--- config.mk ---
export PLATFORM = sky130hd
export DESIGN_NAME = serial_alu
export DESIGN_NICKNAME = d
export VERILOG_FILES = /design/src/rtl/alu_pkg.sv /design/src/rtl/alu_digit_slice.sv /design/src/rtl/serial_alu.sv
export SDC_FILE = /design/constraint.sdc
export NUM_CORES = 1
export LEC_CHECK = 0
export CAP_MARGIN = 20
export CORE_MARGIN = 3
export CORE_UTILIZATION = 31
export DETAILED_ROUTE_END_ITERATION = 6
export GPL_TIMING_DRIVEN = 0
export MAX_ROUTING_LAYER = met4
export PLACE_DENSITY = 0.61
export SLEW_MARGIN = 20
export SYNTH_ARGS = -nofsm -noshare
export SYNTH_HDL_FRONTEND = slang
export SYNTH_HIERARCHICAL = 1
export SYNTH_SLANG_ARGS = --single-unit
export TNS_END_PERCENT = 50
--- constraint.sdc ---
create_clock -name clk -period 2.3 [get_ports clk]
set_clock_uncertainty 0.05 [all_clocks]
set_input_delay 0.69 -clock clk [delete_from_list [all_inputs] [get_ports clk]]
set_output_delay 0.69 -clock clk [all_outputs]
set_load 0.01 [all_outputs]
--- src/rtl/alu_pkg.sv ---
// Shared ALU definitions: op encodings, sequencer state encoding and an op
// classification helper used by every block that decodes op.
package alu_pkg;

  localparam logic [2:0] OP_ADD  = 3'b000;
  localparam logic [2:0] OP_SUB  = 3'b001;
  localparam logic [2:0] OP_AND  = 3'b010;
  localparam logic [2:0] OP_OR   = 3'b011;
  localparam logic [2:0] OP_XOR  = 3'b100;
  localparam logic [2:0] OP_PASS = 3'b101;  // 110 and 111 also decode as pass-through of a

  typedef enum logic [1:0] {
    ST_IDLE = 2'd0,
    ST_RUN  = 2'd1,
    ST_DONE = 2'd2
  } state_e;

  function automatic logic is_arith(input logic [2:0] op);
    return (op == OP_ADD) || (op == OP_SUB);
  endfunction

endpackage

--- src/rtl/alu_digit_slice.sv ---
// One DIGIT-wide ALU slice: a ripple chain of full adders (b inverted for SUB)
// plus the bitwise ops. c_top is the carry into the slice's top bit, which on
// the final digit is the carry into the word MSB and feeds overflow detection.
module alu_digit_slice
  import alu_pkg::*;
#(
  parameter int DIGIT = 1
) (
  input  logic [DIGIT-1:0] a,
  input  logic [DIGIT-1:0] b,
  input  logic             cin,
  input  logic [2:0]       op,
  output logic [DIGIT-1:0] y,
  output logic             cout,
  output logic             c_top
);

  logic [DIGIT-1:0] sum;
  logic [DIGIT-1:0] b_eff;
  logic             cc;

  // Ripple-carry add of a and the (optionally inverted) b, then op select.
  always_comb begin
    sum   = '0;
    c_top = 1'b0;
    cc    = cin;
    b_eff = (op == OP_SUB) ? ~b : b;
    for (int i = 0; i < DIGIT; i++) begin
      c_top  = cc;
      sum[i] = a[i] ^ b_eff[i] ^ cc;
      cc     = (a[i] & b_eff[i]) | (cc & (a[i] ^ b_eff[i]));
    end
    cout = cc;
    case (op)
      OP_ADD, OP_SUB: y = sum;
      OP_AND:         y = a & b;
      OP_OR:          y = a | b;
      OP_XOR:         y = a ^ b;
      default:        y = a;
    endcase
  end

endmodule

--- src/rtl/serial_alu.sv ---
// Digit-serial ALU: processes DIGIT bits per clock, LSB digit first, reusing
// one alu_digit_slice over N = WIDTH/DIGIT cycles. Visible outputs load only
// on the final digit so no partial values are ever exposed.
module serial_alu
  import alu_pkg::*;
#(
  parameter int WIDTH = 8,
  parameter int DIGIT = 1
) (
  input  logic             clk,
  input  logic             rst_n,
  input  logic             start,
  input  logic [2:0]       op,
  input  logic [WIDTH-1:0] a,
  input  logic [WIDTH-1:0] b,
  output logic             ready,
  output logic             done,
  output logic [WIDTH-1:0] result,
  output logic             carry,
  output logic             overflow,
  output logic             zero
);

  localparam int N  = WIDTH / DIGIT;
  localparam int CW = (N > 1) ? $clog2(N) : 1;

  state_e           state, state_nxt;
  logic [CW-1:0]    cnt;
  logic [WIDTH-1:0] a_sr, b_sr, res_sr;
  logic [WIDTH-1:0] res_shift;
  logic [2:0]       op_r;
  logic             cy_r;
  logic             last_digit;
  logic [DIGIT-1:0] slice_y;
  logic             slice_cout;
  logic             slice_ctop;

  alu_digit_slice #(.DIGIT(DIGIT)) u_slice (
    .a     (a_sr[DIGIT-1:0]),
    .b     (b_sr[DIGIT-1:0]),
    .cin   (cy_r),
    .op    (op_r),
    .y     (slice_y),
    .cout  (slice_cout),
    .c_top (slice_ctop)
  );

  assign last_digit = (cnt == CW'(N - 1));
  // New digit enters at the top; after N shifts the full result is aligned.
  assign res_shift  = (res_sr >> DIGIT) | (WIDTH'(slice_y) << (WIDTH - DIGIT));
  assign ready      = (state == ST_IDLE);
  assign done       = (state == ST_DONE);

  // State register.
  always_ff @(posedge clk or negedge rst_n) begin
    if (!rst_n) state <= ST_IDLE;
    else        state <= state_nxt;
  end

  // Next-state logic.
  always_comb begin
    state_nxt = state;
    case (state)
      ST_IDLE: if (start)      state_nxt = ST_RUN;
      ST_RUN:  if (last_digit) state_nxt = ST_DONE;
      ST_DONE:                 state_nxt = ST_IDLE;
      default:                 state_nxt = ST_IDLE;
    endcase
  end

  // Operand capture, digit datapath and final result/flag registers.
  always_ff @(posedge clk or negedge rst_n) begin
    if (!rst_n) begin
      cnt      <= '0;
      a_sr     <= '0;
      b_sr     <= '0;
      res_sr   <= '0;
      op_r     <= OP_ADD;
      cy_r     <= 1'b0;
      result   <= '0;
      carry    <= 1'b0;
      overflow <= 1'b0;
      zero     <= 1'b0;
    end else begin
      case (state)
        ST_IDLE: begin
          if (start) begin
            a_sr <= a;
            b_sr <= b;
            op_r <= op;
            cnt  <= '0;
            cy_r <= (op == OP_SUB);
          end
        end
        ST_RUN: begin
          a_sr   <= a_sr >> DIGIT;
          b_sr   <= b_sr >> DIGIT;
          res_sr <= res_shift;
          cnt    <= cnt + 1'b1;
          if (is_arith(op_r)) cy_r <= slice_cout;
          if (last_digit) begin
            result   <= res_shift;
            zero     <= (res_shift == '0);
            carry    <= is_arith(op_r) ? slice_cout : 1'b0;
            overflow <= is_arith(op_r) ? (slice_cout ^ slice_ctop) : 1'b0;
          end
        end
        default: ;
      endcase
    end
  end

endmodule
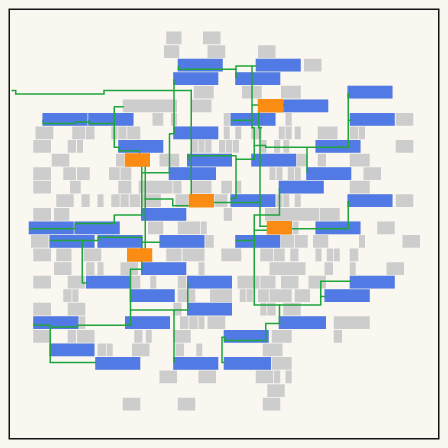
Fig. 1. Routed clock nets over the placement (run 1).
legend:
  green:
    item: clock wires
    length: 566 um
  orange:
    item: clock-net drivers
    count: 5
  blue:
    item: flip-flops
    count: 43
routed clock nets: 6
Clk pwr share: 20.6%
clk pwr: 0.694 mW
Worst-Skew Late Latency: 0.29 ns

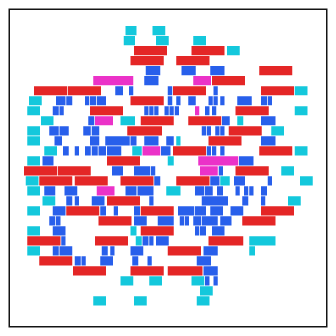
Fig. 2. Cells coloured by class (run 1).
legend:
  blue:
    class: remaining logic cells
    cells: 128
    share_of_their_area: 34%
  magenta:
    class: clock drivers and dummy loads
    cells: 8
    share_of_their_area: 5.4%
  red:
    class: registers
    cells: 43
    share_of_their_area: 44%
  cyan:
    class: remaining buffers and delay cells
    cells: 44
    share_of_their_area: 17%
row cnt: 28
fin util: 42.4%

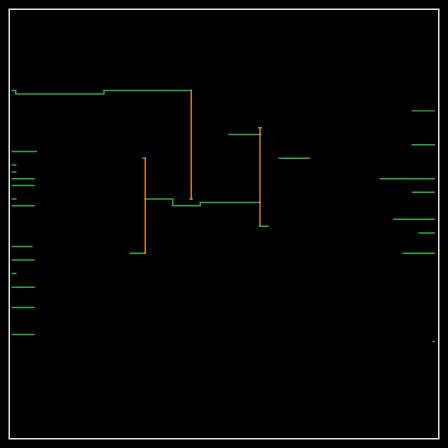
Fig. 3. Routed metal, one colour a layer (run 1).
Only two layers are drawn.
legend:
  orange:
    layer: M4
    wire_length: 60.5 um
  green:
    layer: M3
    wire_length: 164 um
DR WL/cell: 12.7 um
gr usage total: 11.8%
routed via count: 1404

[run 1: power breakdown]
part	leakage [nW]	switching, mW	internal [mW]
registers	0.545	0.247	1.09
clock network	0.0654	0.260	0.434
logic	0.569	0.625	0.712
total	1.18	1.13	2.23
[run 1: what timing repair did]
| action | 4_1_cts | 5_1_grt |
|---|---|---|
| pin swaps | 0 | 1 |
| resized | 4 | 3 |
| setup endpoints to repair | 2 | 1 |
| endpoints found under the hold margin | 0 | 0 |
| cloned | 0 | 0 |
[run 1: sequential cells by signal, summed over array words and instances (netlist names)]
signal    cells
res_sr        7
cnt           3
op_r          3
b_sr          8
carry         1
zero          1
overflow      1
state         2
a_sr          8
cy_r          1
result        8
==> results_slide.txt, run 1 <==
Flow Results at a Glance

Run status
  • Status: finished, final reports clean

Setup path
  • CP required: 2.47 ns
  • Worst path depth: 8
  • Slowest cell on crit path: dfrtp_2
  • Crit Path Max Fanout: 7
  • Crit-path cells: nor3b_2 > xnor2_1 > fa_1 > mux2i_1 > o32ai_1 > nor4_1 > nand2_1 > o21ai_0
  • Crit path DAT: 2.25 ns
  • CP bufs+invs: 0
  • Setup crit start: op_r[2]$_DFFE_PN0P_
  • CP Capture Type: flip-flop
  • Startpoint types: flip-flop
  • Crit Reg-Reg Endpoint: zero$_DFFE_PN0P_

STA
  • Cycle use final: 90.5%
  • Final Max-Slew Violation Tally: 0
  • Slew margin rel.: 68.4%
  • Post-layout min period: 2.08 ns
  • Hold Slack: 0.282 ns
  • F_max: 480 MHz

Global routing
  • GR Overflow Total: 0
  • Largest net degree at the start of global routing: 26
  • GR Util met3: 2.79%
  • First-pass GRT wire length: 6680 um
  • GR peak layer: met2

Clocking
  • Post-CTS setup buffer count: 0
  • Max clock buf depth: 2
  • CTS tree: done
  • Reg clk slew, reported paths: 0.08 ns

Die
  • I/O pin total: 35
  • Initial Utilization: 32.6%
  • Die width: 85.9 um
  • DIE HEIGHT: 85.9 um

Cells and area
  • Share of post-route cells with drive strength above 1: 16.1%
  • Area grow syn2layout: 29.9%
  • Comb/total area: 32.6%
  • Final nets: 249
  • Sequential share of cell area: 42.1%
  • Register area: 1080 um^2
  • Post-route design area: 2570 um^2
  • Ant diodes: 0
  • Most numerous logic cell after layout: nand2_1

Yosys
  • Number of synthesized flops with an enable pin: 0
  • Synth Flop Type: dfrtp_1
  • Yosys top cell by area: dfrtp_1
  • Yosys stat area: 1980 um^2
  • Post-synth regs: 43
  • Most common library cells after synthesis: dfrtp_1 (43), nand2_1 (42), o21ai_0 (17)
  • Netlist cell types: 32
  • Simple-Gate Fraction of Synth Area: 14.7%

Detailed routing
  • Vias/cell: 4.71
  • DRC Markers: 0
  • Met3 WL: 163 um
  • Highest layer used for signal routing: met4
  • M1 WL: 1830 um
  • Metal2 WL: 1740 um

Power and ir drop
  • Total power draw: 3.36 mW
  • Max rail drop VDD: 0.461 mV

Placement
  • Placer Congestion: 0.752
  • Placed cells: 290
Fig. 4: run 1, track usage over the die
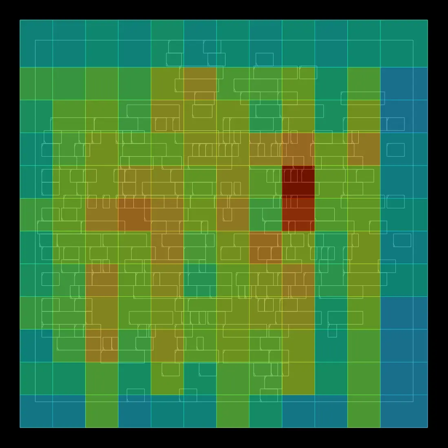

==> run 2, diff against run 1 <==
--- a/config.mk
+++ b/config.mk
@@ -5,13 +5,14 @@
 export SDC_FILE = /design/constraint.sdc
 export NUM_CORES = 1
 export LEC_CHECK = 0
-export CAP_MARGIN = 20
+export CAP_MARGIN = 5
 export CORE_MARGIN = 3
 export CORE_UTILIZATION = 31
 export DETAILED_ROUTE_END_ITERATION = 6
 export GPL_TIMING_DRIVEN = 0
 export MAX_ROUTING_LAYER = met4
 export PLACE_DENSITY = 0.61
+export RECOVER_POWER = 25
 export SLEW_MARGIN = 20
 export SYNTH_ARGS = -nofsm -noshare
 export SYNTH_HDL_FRONTEND = slang
==> constraint.sdc (replaced) <==
create_clock -name clk -period 2.3 [get_ports clk]
set_clock_uncertainty 0.05 [all_clocks]
set_input_delay 0.345 -clock clk [delete_from_list [all_inputs] [get_ports clk]]
set_output_delay 0.345 -clock clk [all_outputs]
set_load 0.01 [all_outputs]
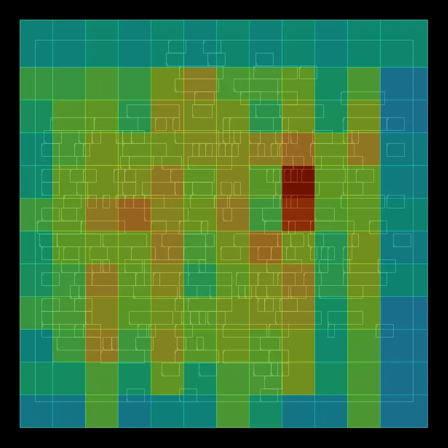
Fig. 5. Track usage over the die (run 2).
M2 GR Usage: 18.0%
GR peak layer: met2
gr usage total: 11.7%
GRT met1 Usage: 14.8%
fin util: 42.5%

==> run 2 against run 1 <==
Effect of this change:
- routed wire length shrank 0.37%
- critical path depth is the same
- worst setup slack lost 0.0063 ns
- first-iteration DRC count shrank 7.1%
- sequential power is essentially flat
- flip-flop count is the same
==> results_slide.txt, run 2 <==
Flow Results at a Glance

Setup path
  • CP required: 2.47 ns
  • Crit-path cells: nor3b_2 > xnor2_1 > fa_1 > mux2i_1 > o32ai_1 > nor4_1 > nand2_1 > o21ai_0
  • Crit Reg-Reg Endpoint: zero$_DFFE_PN0P_
  • Startpoint types: flip-flop
  • CP bufs+invs: 0
  • Crit path DAT: 2.26 ns
  • Crit Path Max Fanout: 7
  • Slowest cell on crit path: dfrtp_2
  • Worst path depth: 8
  • CP Capture Type: flip-flop
  • Setup crit start: op_r[1]$_DFFE_PN0P_

Detailed routing
  • Routed via count: 1402
  • WL final: 3780 um
  • DRC Markers: 0
  • Metal2 WL: 1710 um
  • DR WL/cell: 12.6 um
  • Highest layer used for signal routing: met4
  • Vias/cell: 4.69

Placement
  • Placer Congestion: 0.752
  • Placed cells: 290

Power and ir drop
  • Total power draw: 3.37 mW
  • Max rail drop VDD: 0.459 mV

Yosys
  • Simple-Gate Fraction of Synth Area: 14.7%
  • Adder share: 3.54%
  • Netlist cell types: 32
  • Synth Flop Type: dfrtp_1
  • Number of synthesized flops with an enable pin: 0
  • Post-synth regs: 43

Die
  • Initial Utilization: 32.6%
  • I/O pin total: 35
  • Die width: 85.9 um
  • Row cnt: 28
  • DIE HEIGHT: 85.9 um

Clocking
  • Post-CTS setup buffer count: 0
  • Max clock buf depth: 2
  • Worst-Skew Late Latency: 0.29 ns
  • Reg clk slew, reported paths: 0.08 ns
  • CTS tree: done
  • Gates resized, CTS repair: 0

Cells and area
  • Ant diodes: 0
  • Share of post-route cells with drive strength above 1: 15.2%
  • Most numerous logic cell after layout: nand2_1
  • Final nets: 250
  • Area grow syn2layout: 30.3%
  • Top flop regs: a_sr (8), b_sr (8), result (8)

Global routing
  • GR Util met3: 2.88%
  • Largest net degree at the start of global routing: 26

STA
  • F_max: 479 MHz
  • Hold Slack: 0.431 ns
  • Slew margin rel.: 28.6%
  • Final Max-Slew Violation Tally: 0

Run status
  • Status: finished, final reports clean
-- run 2: netlist changes by cell type in the layout (fill, tap and decap cells not counted), sizes merged --
cell and change:
dlygate4sd2 -2, dlygate4sd3 +1, buf -1, clkdlybuf4s50 +2
clkbuf +1
-- run 2: final cells by class --
class | count | area [um^2] | area share (%)
Clock inverter | 2 | 60.1 | 2.33
Clock buffer | 6 | 72.6 | 2.82
Timing Repair Buffer | 36 | 364 | 14.1
Multi-Input combinational cell | 125 | 836 | 32.5
Tap cell | 75 | 93.8 | 3.64
Sequential cell | 43 | 1080 | 41.9
Inverter | 3 | 11.3 | 0.437
Buffer | 9 | 58.8 | 2.28
-- run 2: report_power, final --
part           switching [mW]  internal (mW)
Clock                   0.258          0.434
Combinational           0.626          0.716
Sequential              0.247           1.09
Total                    1.13           2.24
Power is estimated from default activity; no workload was simulated.
